### src/rtl/execute_stage_pkg.sv
// Shared constants for the execute stage: datapath width, ALU opcodes,
// EX_signals bit positions and operand-forwarding select codes.
package execute_stage_pkg;
   localparam int W = 16;

   localparam logic [3:0] OP_NOP = 4'd0;
   localparam logic [3:0] OP_NOT = 4'd1;
   localparam logic [3:0] OP_INC = 4'd2;
   localparam logic [3:0] OP_DEC = 4'd3;
   localparam logic [3:0] OP_ADD = 4'd4;
   localparam logic [3:0] OP_SUB = 4'd5;
   localparam logic [3:0] OP_AND = 4'd6;
   localparam logic [3:0] OP_OR  = 4'd7;
   localparam logic [3:0] OP_SHL = 4'd8;
   localparam logic [3:0] OP_SHR = 4'd9;
   localparam logic [3:0] OP_MOV = 4'd10;
   localparam logic [3:0] OP_LDM = 4'd11;

   localparam int EX_IMM_SEL  = 4;
   localparam int EX_FLAGS_WE = 5;
   localparam int EX_JZ       = 6;
   localparam int EX_JN       = 7;
   localparam int EX_JC       = 8;
   localparam int EX_JMP      = 9;
   localparam int EX_SETC     = 10;
   localparam int EX_CLRC     = 11;
   localparam int EX_RESTORE  = 12;

   localparam logic [1:0] FWD_REG = 2'd0;
   localparam logic [1:0] FWD_MEM = 2'd1;
   localparam logic [1:0] FWD_WB  = 2'd2;
endpackage

### src/rtl/execute_stage_if.sv
// Bundle of decode-side inputs and E/M-side outputs of the execute stage.
interface execute_stage_if;
   import execute_stage_pkg::*;
   logic         en;
   logic         flush;
   logic [12:0]  EX_signals;
   logic [6:0]   MEM_signals;
   logic [5:0]   WB_signals;
   logic [W-1:0] Rsrc;
   logic [W-1:0] Rdst;
   logic [W-1:0] imm;
   logic [1:0]   fwd_src_sel;
   logic [1:0]   fwd_dst_sel;
   logic [W-1:0] mem_fwd;
   logic [W-1:0] wb_fwd;
   logic         flags_save;
   logic         branch_taken;
   logic [W-1:0] branch_target;
   logic [2:0]   ccr;
   logic [W-1:0] em_result;
   logic [W-1:0] em_rdst;
   logic [6:0]   em_mem;
   logic [5:0]   em_wb;

   modport master (
      output en, flush, EX_signals, MEM_signals, WB_signals, Rsrc, Rdst, imm,
             fwd_src_sel, fwd_dst_sel, mem_fwd, wb_fwd, flags_save,
      input  branch_taken, branch_target, ccr, em_result, em_rdst, em_mem, em_wb
   );
   modport slave (
      input  en, flush, EX_signals, MEM_signals, WB_signals, Rsrc, Rdst, imm,
             fwd_src_sel, fwd_dst_sel, mem_fwd, wb_fwd, flags_save,
      output branch_taken, branch_target, ccr, em_result, em_rdst, em_mem, em_wb
   );
endinterface

### src/rtl/execute_stage_alu.sv
// Combinational ALU: result plus Z/N/C; c_upd says whether C should be written.
module alu
   import execute_stage_pkg::*;
(
   input  logic [3:0]   op,
   input  logic [W-1:0] a,
   input  logic [W-1:0] b,
   input  logic [W-1:0] imm,
   output logic [W-1:0] result,
   output logic         z,
   output logic         n,
   output logic         c,
   output logic         c_upd
);
   logic [3:0] shamt;
   logic [W:0] wide;
   logic [W:0] sr;

   assign shamt = imm[3:0];
   // Right shift carries a guard bit below B so the last bit out lands in sr[0].
   assign sr = {b, 1'b0} >> shamt;

   always_comb begin
      wide  = '0;
      c_upd = 1'b1;
      case (op)
         OP_NOP: wide = {1'b0, a};
         OP_NOT: begin wide = {1'b0, ~b}; c_upd = 1'b0; end
         OP_INC: wide = {1'b0, b} + (W+1)'(1);
         OP_DEC: wide = {1'b0, b} - (W+1)'(1);
         OP_ADD: wide = {1'b0, a} + {1'b0, b};
         OP_SUB: wide = {1'b0, b} - {1'b0, a};
         OP_AND: begin wide = {1'b0, a & b}; c_upd = 1'b0; end
         OP_OR:  begin wide = {1'b0, a | b}; c_upd = 1'b0; end
         OP_SHL: begin wide = {1'b0, b} << shamt; c_upd = (shamt != 4'd0); end
         OP_SHR: begin wide = {sr[0], sr[W:1]}; c_upd = (shamt != 4'd0); end
         OP_MOV: wide = {1'b0, a};
         OP_LDM: wide = {1'b0, imm};
         default: wide = '0;
      endcase
   end

   assign result = wide[W-1:0];
   assign c      = wide[W];
   assign z      = (result == '0);
   assign n      = result[W-1];
endmodule

### src/rtl/execute_stage.sv
// Execute stage: operand forwarding, ALU, CCR with interrupt shadow,
// branch resolution and the E/M pipeline buffer.
module execute_stage
   import execute_stage_pkg::*;
(
   input logic clk,
   input logic rst,
   execute_stage_if.slave bus
);
   logic [W-1:0] src_f, dst_f, op_b, alu_res;
   logic         alu_z, alu_n, alu_c, alu_c_upd;
   logic [2:0]   ccr_q, ccr_d, shadow_q;
   logic [W-1:0] em_result_q, em_rdst_q;
   logic [6:0]   em_mem_q;
   logic [5:0]   em_wb_q;
   logic [12:0]  ex;

   assign ex = bus.EX_signals;

   always_comb begin
      case (bus.fwd_src_sel)
         FWD_MEM: src_f = bus.mem_fwd;
         FWD_WB:  src_f = bus.wb_fwd;
         default: src_f = bus.Rsrc;
      endcase
      case (bus.fwd_dst_sel)
         FWD_MEM: dst_f = bus.mem_fwd;
         FWD_WB:  dst_f = bus.wb_fwd;
         default: dst_f = bus.Rdst;
      endcase
   end

   assign op_b = ex[EX_IMM_SEL] ? bus.imm : dst_f;

   alu u_alu (
      .op(ex[3:0]), .a(src_f), .b(op_b), .imm(bus.imm),
      .result(alu_res), .z(alu_z), .n(alu_n), .c(alu_c), .c_upd(alu_c_upd)
   );

   // ccr_q = {C,N,Z}; branch decisions use the flags before this cycle's update.
   assign bus.branch_taken = rst & ~bus.flush &
      ((ex[EX_JZ] & ccr_q[0]) | (ex[EX_JN] & ccr_q[1]) |
       (ex[EX_JC] & ccr_q[2]) | ex[EX_JMP]);

   always_comb begin
      ccr_d = ccr_q;
      if (bus.en) begin
         if (!bus.flush) begin
            if (ex[EX_FLAGS_WE]) begin
               ccr_d[0] = alu_z;
               ccr_d[1] = alu_n;
               if (alu_c_upd) ccr_d[2] = alu_c;
            end
            if (ex[EX_SETC])      ccr_d[2] = 1'b1;
            else if (ex[EX_CLRC]) ccr_d[2] = 1'b0;
            if (ex[EX_JZ] & ccr_q[0]) ccr_d[0] = 1'b0;
            if (ex[EX_JN] & ccr_q[1]) ccr_d[1] = 1'b0;
            if (ex[EX_JC] & ccr_q[2]) ccr_d[2] = 1'b0;
         end
         if (ex[EX_RESTORE]) ccr_d = shadow_q;
      end
   end

   always_ff @(posedge clk) begin
      if (!rst) begin
         ccr_q       <= '0;
         shadow_q    <= '0;
         em_result_q <= '0;
         em_rdst_q   <= '0;
         em_mem_q    <= '0;
         em_wb_q     <= '0;
      end else begin
         ccr_q <= ccr_d;
         // Save ignores the stall so an interrupt entry is never lost.
         if (bus.flags_save) shadow_q <= ccr_q;
         if (bus.en) begin
            em_result_q <= alu_res;
            em_rdst_q   <= dst_f;
            em_mem_q    <= bus.flush ? 7'd0 : bus.MEM_signals;
            em_wb_q     <= bus.flush ? 6'd0 : bus.WB_signals;
         end
      end
   end

   assign bus.branch_target = dst_f;
   assign bus.ccr           = ccr_q;
   assign bus.em_result     = em_result_q;
   assign bus.em_rdst       = em_rdst_q;
   assign bus.em_mem        = em_mem_q;
   assign bus.em_wb         = em_wb_q;
endmodule

### src/flat_wrapper.sv
// flat-port wrapper written by rule: the top's interface ports become plain ports
module execute_stage_flat import execute_stage_pkg::*;
  (clk, rst, bus_en, bus_flush, bus_EX_signals, bus_MEM_signals, bus_WB_signals, bus_Rsrc, bus_Rdst, bus_imm, bus_fwd_src_sel, bus_fwd_dst_sel, bus_mem_fwd, bus_wb_fwd, bus_flags_save, bus_branch_taken, bus_branch_target, bus_ccr, bus_em_result, bus_em_rdst, bus_em_mem, bus_em_wb);
  execute_stage_if bus_i ();
  input logic clk;
  input logic rst;
  input wire logic [$bits(bus_i.en)-1:0] bus_en;
  input wire logic [$bits(bus_i.flush)-1:0] bus_flush;
  input wire logic [$bits(bus_i.EX_signals)-1:0] bus_EX_signals;
  input wire logic [$bits(bus_i.MEM_signals)-1:0] bus_MEM_signals;
  input wire logic [$bits(bus_i.WB_signals)-1:0] bus_WB_signals;
  input wire logic [$bits(bus_i.Rsrc)-1:0] bus_Rsrc;
  input wire logic [$bits(bus_i.Rdst)-1:0] bus_Rdst;
  input wire logic [$bits(bus_i.imm)-1:0] bus_imm;
  input wire logic [$bits(bus_i.fwd_src_sel)-1:0] bus_fwd_src_sel;
  input wire logic [$bits(bus_i.fwd_dst_sel)-1:0] bus_fwd_dst_sel;
  input wire logic [$bits(bus_i.mem_fwd)-1:0] bus_mem_fwd;
  input wire logic [$bits(bus_i.wb_fwd)-1:0] bus_wb_fwd;
  input wire logic [$bits(bus_i.flags_save)-1:0] bus_flags_save;
  output wire logic [$bits(bus_i.branch_taken)-1:0] bus_branch_taken;
  output wire logic [$bits(bus_i.branch_target)-1:0] bus_branch_target;
  output wire logic [$bits(bus_i.ccr)-1:0] bus_ccr;
  output wire logic [$bits(bus_i.em_result)-1:0] bus_em_result;
  output wire logic [$bits(bus_i.em_rdst)-1:0] bus_em_rdst;
  output wire logic [$bits(bus_i.em_mem)-1:0] bus_em_mem;
  output wire logic [$bits(bus_i.em_wb)-1:0] bus_em_wb;
  assign bus_i.en = bus_en;
  assign bus_i.flush = bus_flush;
  assign bus_i.EX_signals = bus_EX_signals;
  assign bus_i.MEM_signals = bus_MEM_signals;
  assign bus_i.WB_signals = bus_WB_signals;
  assign bus_i.Rsrc = bus_Rsrc;
  assign bus_i.Rdst = bus_Rdst;
  assign bus_i.imm = bus_imm;
  assign bus_i.fwd_src_sel = bus_fwd_src_sel;
  assign bus_i.fwd_dst_sel = bus_fwd_dst_sel;
  assign bus_i.mem_fwd = bus_mem_fwd;
  assign bus_i.wb_fwd = bus_wb_fwd;
  assign bus_i.flags_save = bus_flags_save;
  assign bus_branch_taken = bus_i.branch_taken;
  assign bus_branch_target = bus_i.branch_target;
  assign bus_ccr = bus_i.ccr;
  assign bus_em_result = bus_i.em_result;
  assign bus_em_rdst = bus_i.em_rdst;
  assign bus_em_mem = bus_i.em_mem;
  assign bus_em_wb = bus_i.em_wb;
  execute_stage u_core (.clk(clk), .rst(rst), .bus(bus_i));
endmodule
### config.mk
export PLATFORM = sky130hd
export DESIGN_NAME = execute_stage_flat
export DESIGN_NICKNAME = d
export VERILOG_FILES = /design/src/rtl/execute_stage_pkg.sv /design/src/rtl/execute_stage_if.sv /design/src/rtl/execute_stage_alu.sv /design/src/rtl/execute_stage.sv /design/src/flat_wrapper.sv
export SDC_FILE = /design/constraint.sdc
export NUM_CORES = 1
export LEC_CHECK = 0
export CAP_MARGIN = 20
export CORE_MARGIN = 2
export CORE_UTILIZATION = 52
export CTS_BUF_LIST = sky130_fd_sc_hd__clkbuf_8
export DETAILED_ROUTE_END_ITERATION = 8
export PLACE_DENSITY = 0.86
export SLEW_MARGIN = 5
export SYNTH_ARGS = -nofsm -noshare
export SYNTH_HDL_FRONTEND = slang
export SYNTH_HIERARCHICAL = 1
export SYNTH_SLANG_ARGS = --single-unit
### constraint.sdc
create_clock -name clk -period 7.5 [get_ports clk]
set_input_delay 1.5 -clock clk [delete_from_list [all_inputs] [get_ports clk]]
set_output_delay 1.5 -clock clk [all_outputs]
set_load 0.01 [all_outputs]
**Run 1: met1 routing**

Scale bar: 20 um. Supply wires on this layer in grey.
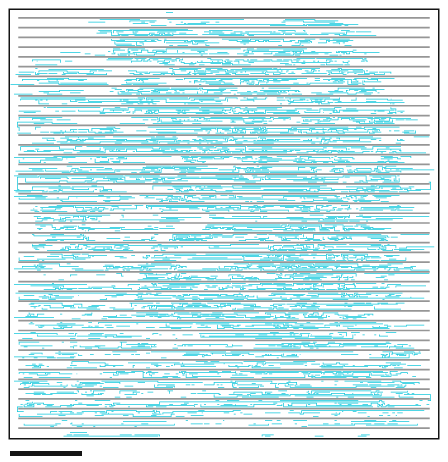
share of all routed wire: 39%
nets with wire on the layer: 1065
main direction: horizontal

**Run 1: metal 2**

Cells faint in the background.
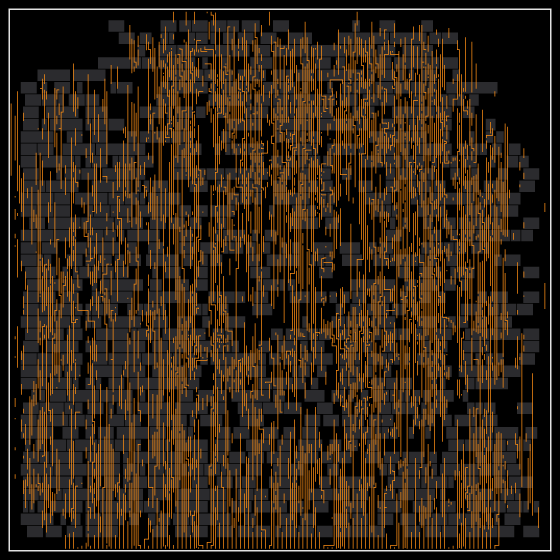
share of all routed wire: 43%
longest straight run: 50.7 um

**Run 1: met3 routing**

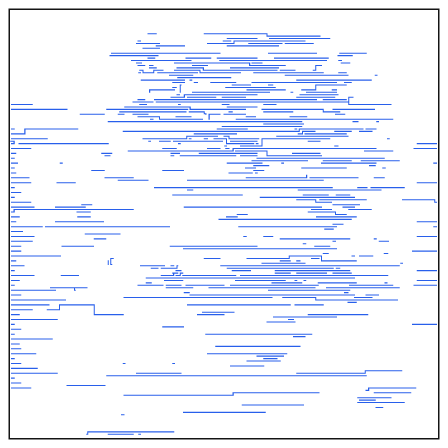
main direction: horizontal
wire length on this layer: 3880 um
nets with wire on the layer: 258

**Run 1: metal 4**

Supply wires on this layer in grey.
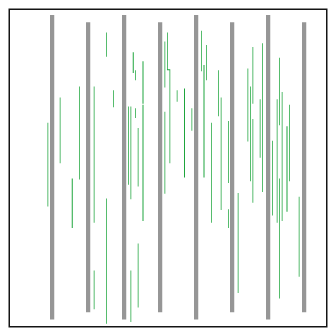
longest straight run: 55.8 um
share of all routed wire: 4.6%
main direction: vertical
nets with wire on the layer: 44
wire length on this layer: 1290 um

==> reports/qor.yml, run 1 <==
pwr:
  comb-power_uw: 714
  seq_cell_power_uw: 300
  clock_power_share_pct: 16.7
  powerDensity_mw_per_mm2: 138.4
  swShare_pct: 42.02
  pg_clk_uw: 204
  peakVddDrop_mv: 0.1817
  p_int_uw: 705.9
  p_leak_uw: 0.003393
  switchingPower_uw: 511.6
  power_frac_seq_pct: 24.6
cells_and_area:
  fin_nets: 1164
  inv_count: 37
  buffer_area_share_pct: 22.91
  comb_area_mm2: 0.005276
  syn2layout_area_growth_pct: 27.59
  final_layout_top_logic_cell: "clkdlybuf4s50_1"
  ff_count: 51
  seq_share_pct: 11.61
  drive_gt1_share_pct: 12.45
  clock_area_share_pct: 1.380
  buffers: 210
  finalCoreUtilization_pct: 67.21
  mostFrequentLayoutCells: "177 x clkdlybuf4s50_1, 94 x nor2_1, 68 x nand2_1, 64 x mux2i_1, 63 x a21oi_1"
  comb_share_pct: 59.99
  antenna_cells: 1
  area_dominant_class: "multi-input combinational cells"
worst_setup_path:
  rr_worst_depth: 4
  path_class: "in2reg"
  cp.required_ns: 7.74
  critPathSlowestCell: "or4_1"
  r2r_start: "u_core/bus.ccr[2]$_SDFFE_PN0P_"
  max_stage_delay_ns: 0.54
  critPathLaunch: "bus_fwd_src_sel[0]"
  critPathCaptureType: "flop"
  cp_top_family: "AND-OR/OR-AND gates"
  r2r_end: "u_core/bus.ccr[2]$_SDFFE_PN0P_"
  critPathMaxFanout: 16
  crit_buf_inv: 3
  rrSetupSlack_ns: 6.34
  cpMostUsedCell: "ha_1"
grt:
  grt_max_degree: 53
  grt.met3_usage_pct: 11.59
  track_usage_pct: 38.94
  busiest_layer: "met2"
  antenna_found_initial: 0
  grt_pass1_vias: 7627
  grt_pass1_wl_um: 43220
  gr-usage-met2_pct: 59.48
detailed_routing:
  drc: 0
  ant_nets: 0
  wl_met1_um: 11140
  initialDrtViolationCount: 1174
  vias: 8054
  highest-signal-layer: "met4"
  wl_met2_um: 12080
  met3WireLength_um: 3875
  wire_per_inst_um: 23.56
placement:
  place.port_buffers: 179
  place.gp.congestion: 1.053
  placed_area_mm2: 0.008671
  post-dp-hpwl_um: 21570
  place_worst_setup_slack_ns: 0.3542
  place_inst: 1196
final_timing:
  fin_skew_ns: 0.005747
  finalCriticalPeriod_ns: 6.971
  layout_setup_ws_ns: 0.5295
  fmax_mhz: 143.5
  setup_tns_ns: 0
  worst_slew_pin_slew_ns: 1.193
  slew_headroom_pct: 20.31
  finalSetupViolations: 0
synthesis:
  synthesis.area_mm2: 0.006893
  yosysTopAreaCell: "dfxtp_1"
  yosys_warnings: 6
  flop_cell: "dfxtp_1"
  logic_family: "AND-OR/OR-AND gates"
  ys_cells: 896
  common_cells: "94 x nor2_1, 68 x nand2_1, 64 x mux2i_1, 63 x a21oi_1, 51 x dfxtp_1"
  area_leaders: "dfxtp_1 15%, mux2i_1 9.3%, mux4_2 5.2%, nor2_1 5.1%, a21oi_1 4.6%"
  ys.flops: 51
  most_common_cell: "nor2_1"
  syn_area_per_cell_um2: 7.693
  fp_nets: 1033
  synth.distinct_cells: 87
  yosys.stat.seqShare_pct: 14.81
  adder_share_pct: 4.102
  enable_flop_cells: 0
  synthArstFlopShare_pct: 0
cts:
  cts_resized: 0
  cts_buffers: 5
  cts_sinks: 51
  clk_pin_slew_ns: 0.10
  clk_latency_ns: 0.31
  cts_buffer_depth: 2
  htree_levels: 2
  cts_hold_buf: 0
floorplan:
  num_io_pins: 180
  core_area_mm2: 0.01309
  dieHeight_um: 119.1
  num_rows: 42
  taps: 176
  chipArea_mm2: 0.01419
  fp_util_pct: 52.68
hold_path:
  hold_start: "u_core/bus.em_wb[4]$_SDFFE_PN0P_"
  holdCritPathClass: "reg2reg"
  holdPathEnd: "u_core/bus.em_wb[4]$_SDFFE_PN0P_"
flow_run:
  warning_count: 28
  cap_viol_max_count: 0
status:
  status: "complete, no violations"
**Run 1: routing congestion**

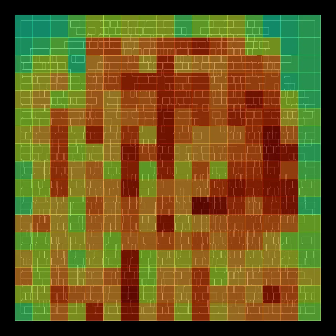

## Run 2: what changed since run 1
Settings changed: CELL_PAD_IN_SITES_DETAIL_PLACEMENT set to 1, CELL_PAD_IN_SITES_GLOBAL_PLACEMENT set to 1, CORE_UTILIZATION 52 to 37, PLACE_DENSITY 0.86 to 0.85.
**Run 2: routing congestion**

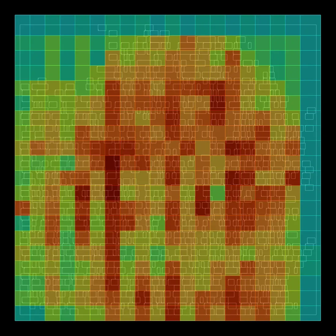
met2 Usage GRT: 48.63%
met1 Track Usage GR: 40.71%

**Run 2: metal 2**

Cells faint in the background.
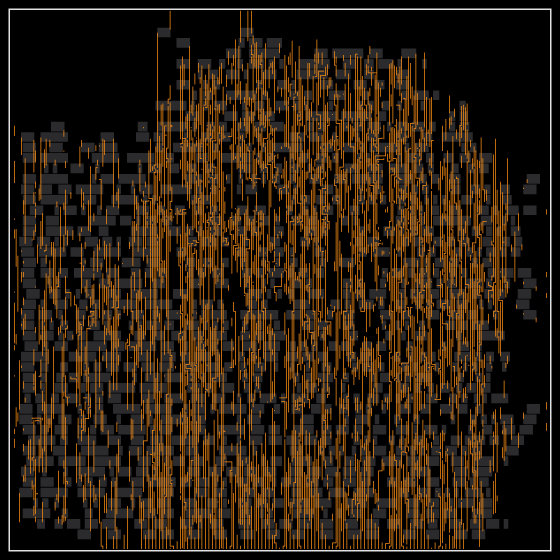
vias: 8017
Total Routed Length: 30920 um

==> run 2 against run 1 <==
Effect of this change: worst setup slack improved by 0.016 ns; maximum frequency up 0.23%; global-route usage shrank 8.6 points; synthesized cell count stayed put; critical endpoint unchanged.
==> reports/qor.yml, run 2 <==
worst_setup_path:
  r2r_start: "u_core/bus.ccr[0]$_SDFFE_PN0P_"
  rrSetupSlack_ns: 6.31
  critPathSlowestCell: "clkdlybuf4s50_1"
  rr_worst_depth: 4
  cp.required_ns: 7.75
  critPathMaxFanout: 25
  critPathLaunch: "bus_fwd_src_sel[0]"
  max_stage_delay_ns: 0.48
  r2r_end: "u_core/bus.ccr[0]$_SDFFE_PN0P_"
  critPathCaptureType: "flop"
  crit_buf_inv: 3
  path_class: "in2reg"
placement:
  place_inst: 1253
  post-dp-hpwl_um: 23630
  place.gp.congestion: 0.9619
  place.port_buffers: 179
  placed_area_mm2: 0.008767
  place_worst_setup_slack_ns: 0.3485
floorplan:
  num_io_pins: 180
  num_rows: 49
  core_area_mm2: 0.01815
  dieHeight_um: 140.5
  chipArea_mm2: 0.01974
  taps: 229
detailed_routing:
  highest-signal-layer: "met5"
  ant_nets: 0
  drc: 0
  wire_per_inst_um: 24.52
  wl_met2_um: 13900
pwr:
  switchingPower_uw: 522.6
  powerDensity_mw_per_mm2: 135.0
  clock_power_share_pct: 14.6
  swShare_pct: 43.65
  comb-power_uw: 723
  peakVddDrop_mv: 0.1221
  p_int_uw: 674.5
  p_leak_uw: 0.003399
cells_and_area:
  antenna_cells: 0
  ff_count: 51
  final_layout_top_logic_cell: "clkdlybuf4s50_1"
  mostFrequentLayoutCells: "177 x clkdlybuf4s50_1, 94 x nor2_1, 68 x nand2_1, 64 x mux2i_1, 63 x a21oi_1"
  finalCoreUtilization_pct: 48.86
  comb_share_pct: 59.51
  buffers: 214
  inv_count: 37
  drive_gt1_share_pct: 12.79
  clock_area_share_pct: 1.115
  fin_nets: 1168
  seq_share_pct: 11.52
  syn2layout_area_growth_pct: 28.63
grt:
  grt_max_degree: 53
  antenna_found_initial: 1
  busiest_layer: "met2"
  grt_pass1_vias: 7986
  grt.met3_usage_pct: 5.128
  track_usage_pct: 30.32
  grt_pass1_wl_um: 46780
final_timing:
  slew_headroom_pct: 31.39
  finalSetupViolations: 0
  setup_tns_ns: 0
  fin_skew_ns: 0.008828
  worst_slew_pin_slew_ns: 1.027
cts:
  cts_buffer_depth: 2
  clk_pin_slew_ns: 0.10
  cts_sinks: 51
  cts_resized: 0
  cts_hold_buf: 0
  cts_buffers: 5
synthesis:
  adder_share_pct: 4.102
  fp_nets: 1033
  ys.flops: 51
  yosys.stat.seqShare_pct: 14.81
  yosys_warnings: 6
  synth.distinct_cells: 87
  flop_cell: "dfxtp_1"
  most_common_cell: "nor2_1"
  logic_family: "AND-OR/OR-AND gates"
  syn_area_per_cell_um2: 7.693
  yosysTopAreaCell: "dfxtp_1"
  common_cells: "94 x nor2_1, 68 x nand2_1, 64 x mux2i_1, 63 x a21oi_1, 51 x dfxtp_1"
  synthArstFlopShare_pct: 0
hold_path:
  holdPathEnd: "u_core/bus.em_wb[4]$_SDFFE_PN0P_"
  holdCritPathClass: "reg2reg"
  hold_start: "u_core/bus.em_wb[4]$_SDFFE_PN0P_"
status:
  status: "complete, no violations"
flow_run:
  warning_count: 28
  cap_viol_max_count: 0
## Run 3: what changed since run 2
Settings changed: CAP_MARGIN 20 to not set.
**Run 3: metal 2**

Cells faint in the background.
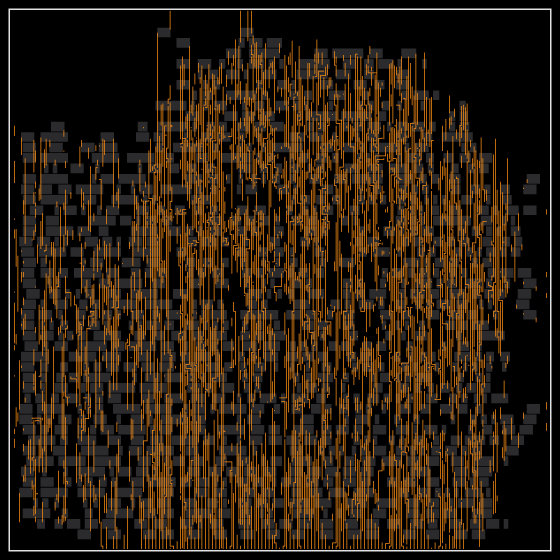
wire length on this layer: 13900 um
share of all routed wire: 45%
nets with wire on the layer: 1049
longest straight run: 64.3 um
main direction: vertical

==> run 3 against run 2 <==
Effect of this change: register-to-register slack is essentially flat; power is the same; worst setup slack is the same; largest cell class unchanged; non-clock buffer count is the same; largest power group unchanged; worst hold slack is the same; via count is the same; critical path type unchanged.
==> reports/qor.yml, run 3 <==
status:
  status: "complete, no violations"
cells_and_area:
  mostFrequentLayoutCells: "177 x clkdlybuf4s50_1, 94 x nor2_1, 68 x nand2_1, 64 x mux2i_1, 63 x a21oi_1"
  area_dominant_class: "multi-input combinational cells"
  finalCoreUtilization_pct: 48.86
  fin_nets: 1168
  clock_area_share_pct: 1.115
  comb_area_mm2: 0.005276
  antenna_cells: 0
  inv_count: 37
  final_layout_top_logic_cell: "clkdlybuf4s50_1"
  seq_share_pct: 11.52
  comb_share_pct: 59.51
  buffer_area_share_pct: 23.06
  drive_gt1_share_pct: 12.79
  buffers: 214
  syn2layout_area_growth_pct: 28.63
  ff_count: 51
cts:
  cts_hold_buf: 0
  cts_buffers: 5
  cts_resized: 0
  clk_pin_slew_ns: 0.10
  htree_levels: 2
  cts_buffer_depth: 2
  cts_sinks: 51
  clk_latency_ns: 0.32
pwr:
  pg_clk_uw: 174
  peakVddDrop_mv: 0.1221
  powerDensity_mw_per_mm2: 135.0
  swShare_pct: 43.65
  clock_power_share_pct: 14.6
  power_frac_seq_pct: 25.1
  seq_cell_power_uw: 300
  p_leak_uw: 0.003399
  switchingPower_uw: 522.6
  p_int_uw: 674.5
  comb-power_uw: 723
synthesis:
  most_common_cell: "nor2_1"
  flop_cell: "dfxtp_1"
  yosys.stat.seqShare_pct: 14.81
  fp_nets: 1033
  syn_inst: 896
  adder_share_pct: 4.102
  yosysTopAreaCell: "dfxtp_1"
  enable_flop_cells: 0
  ys_sh_xor_pct: 2.287
  ys_cells: 896
  yosys_warnings: 6
  ys.flops: 51
  synth.distinct_cells: 87
  logic_family: "AND-OR/OR-AND gates"
  common_cells: "94 x nor2_1, 68 x nand2_1, 64 x mux2i_1, 63 x a21oi_1, 51 x dfxtp_1"
  synthesis.area_mm2: 0.006893
  area_leaders: "dfxtp_1 15%, mux2i_1 9.3%, mux4_2 5.2%, nor2_1 5.1%, a21oi_1 4.6%"
  synthArstFlopShare_pct: 0
  syn_area_per_cell_um2: 7.693
grt:
  grt_max_degree: 53
  grt.met3_usage_pct: 5.128
  met1_usage_pct: 40.71
  grt_pass1_vias: 7986
  antenna_found_initial: 1
  track_usage_pct: 30.32
  busiest_layer: "met2"
  gr-usage-met2_pct: 48.63
  grt_pass1_wl_um: 46780
worst_setup_path:
  cp.required_ns: 7.75
  rrSetupSlack_ns: 6.31
  critPathMaxFanout: 25
  max_stage_delay_ns: 0.48
  critPathCaptureType: "flop"
  critPathLaunch: "bus_fwd_src_sel[0]"
  path_class: "in2reg"
  r2r_end: "u_core/bus.ccr[0]$_SDFFE_PN0P_"
  path_depth: 25
  crit_buf_inv: 3
  rr_worst_depth: 4
  r2r_start: "u_core/bus.ccr[0]$_SDFFE_PN0P_"
  critPathSlowestCell: "clkdlybuf4s50_1"
  cp_top_family: "simple AND/OR/NAND/NOR gates"
final_timing:
  worst_slew_pin_slew_ns: 1.027
  setup_tns_ns: 0
  slew_headroom_pct: 31.39
  fmax_mhz: 143.8
  layout_setup_ws_ns: 0.5455
  finalSetupViolations: 0
  fin_skew_ns: 0.008828
  finalCriticalPeriod_ns: 6.955
detailed_routing:
  initialDrtViolationCount: 818
  wl_met2_um: 13900
  met3WireLength_um: 2557
  wl_met1_um: 13170
  via_per_inst: 6.358
  highest-signal-layer: "met5"
  ant_nets: 0
  vias: 8017
  wire_per_inst_um: 24.52
  wl_um: 30920
  drc: 0
floorplan:
  fp_util_pct: 37.98
  chipArea_mm2: 0.01974
  dieHeight_um: 140.5
  num_rows: 49
  num_io_pins: 180
  taps: 229
  core_area_mm2: 0.01815
hold_path:
  holdPathEnd: "u_core/bus.em_wb[4]$_SDFFE_PN0P_"
  holdCritPathClass: "reg2reg"
  hold_start: "u_core/bus.em_wb[4]$_SDFFE_PN0P_"
placement:
  place_worst_setup_slack_ns: 0.3485
  place.gp.congestion: 0.9619
  post-dp-hpwl_um: 23630
  place.port_buffers: 179
  placed_area_mm2: 0.008767
  place_inst: 1253
flow_run:
  warning_count: 28
  cap_viol_max_count: 0
**Run 3: metal 4**

Supply wires on this layer in grey.
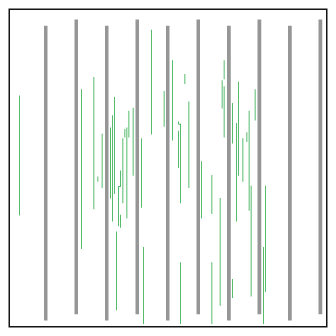
main direction: vertical
longest straight run: 70.7 um
share of all routed wire: 4.1%
nets with wire on the layer: 39
wire length on this layer: 1270 um

Power is estimated from default activity; no workload was simulated.
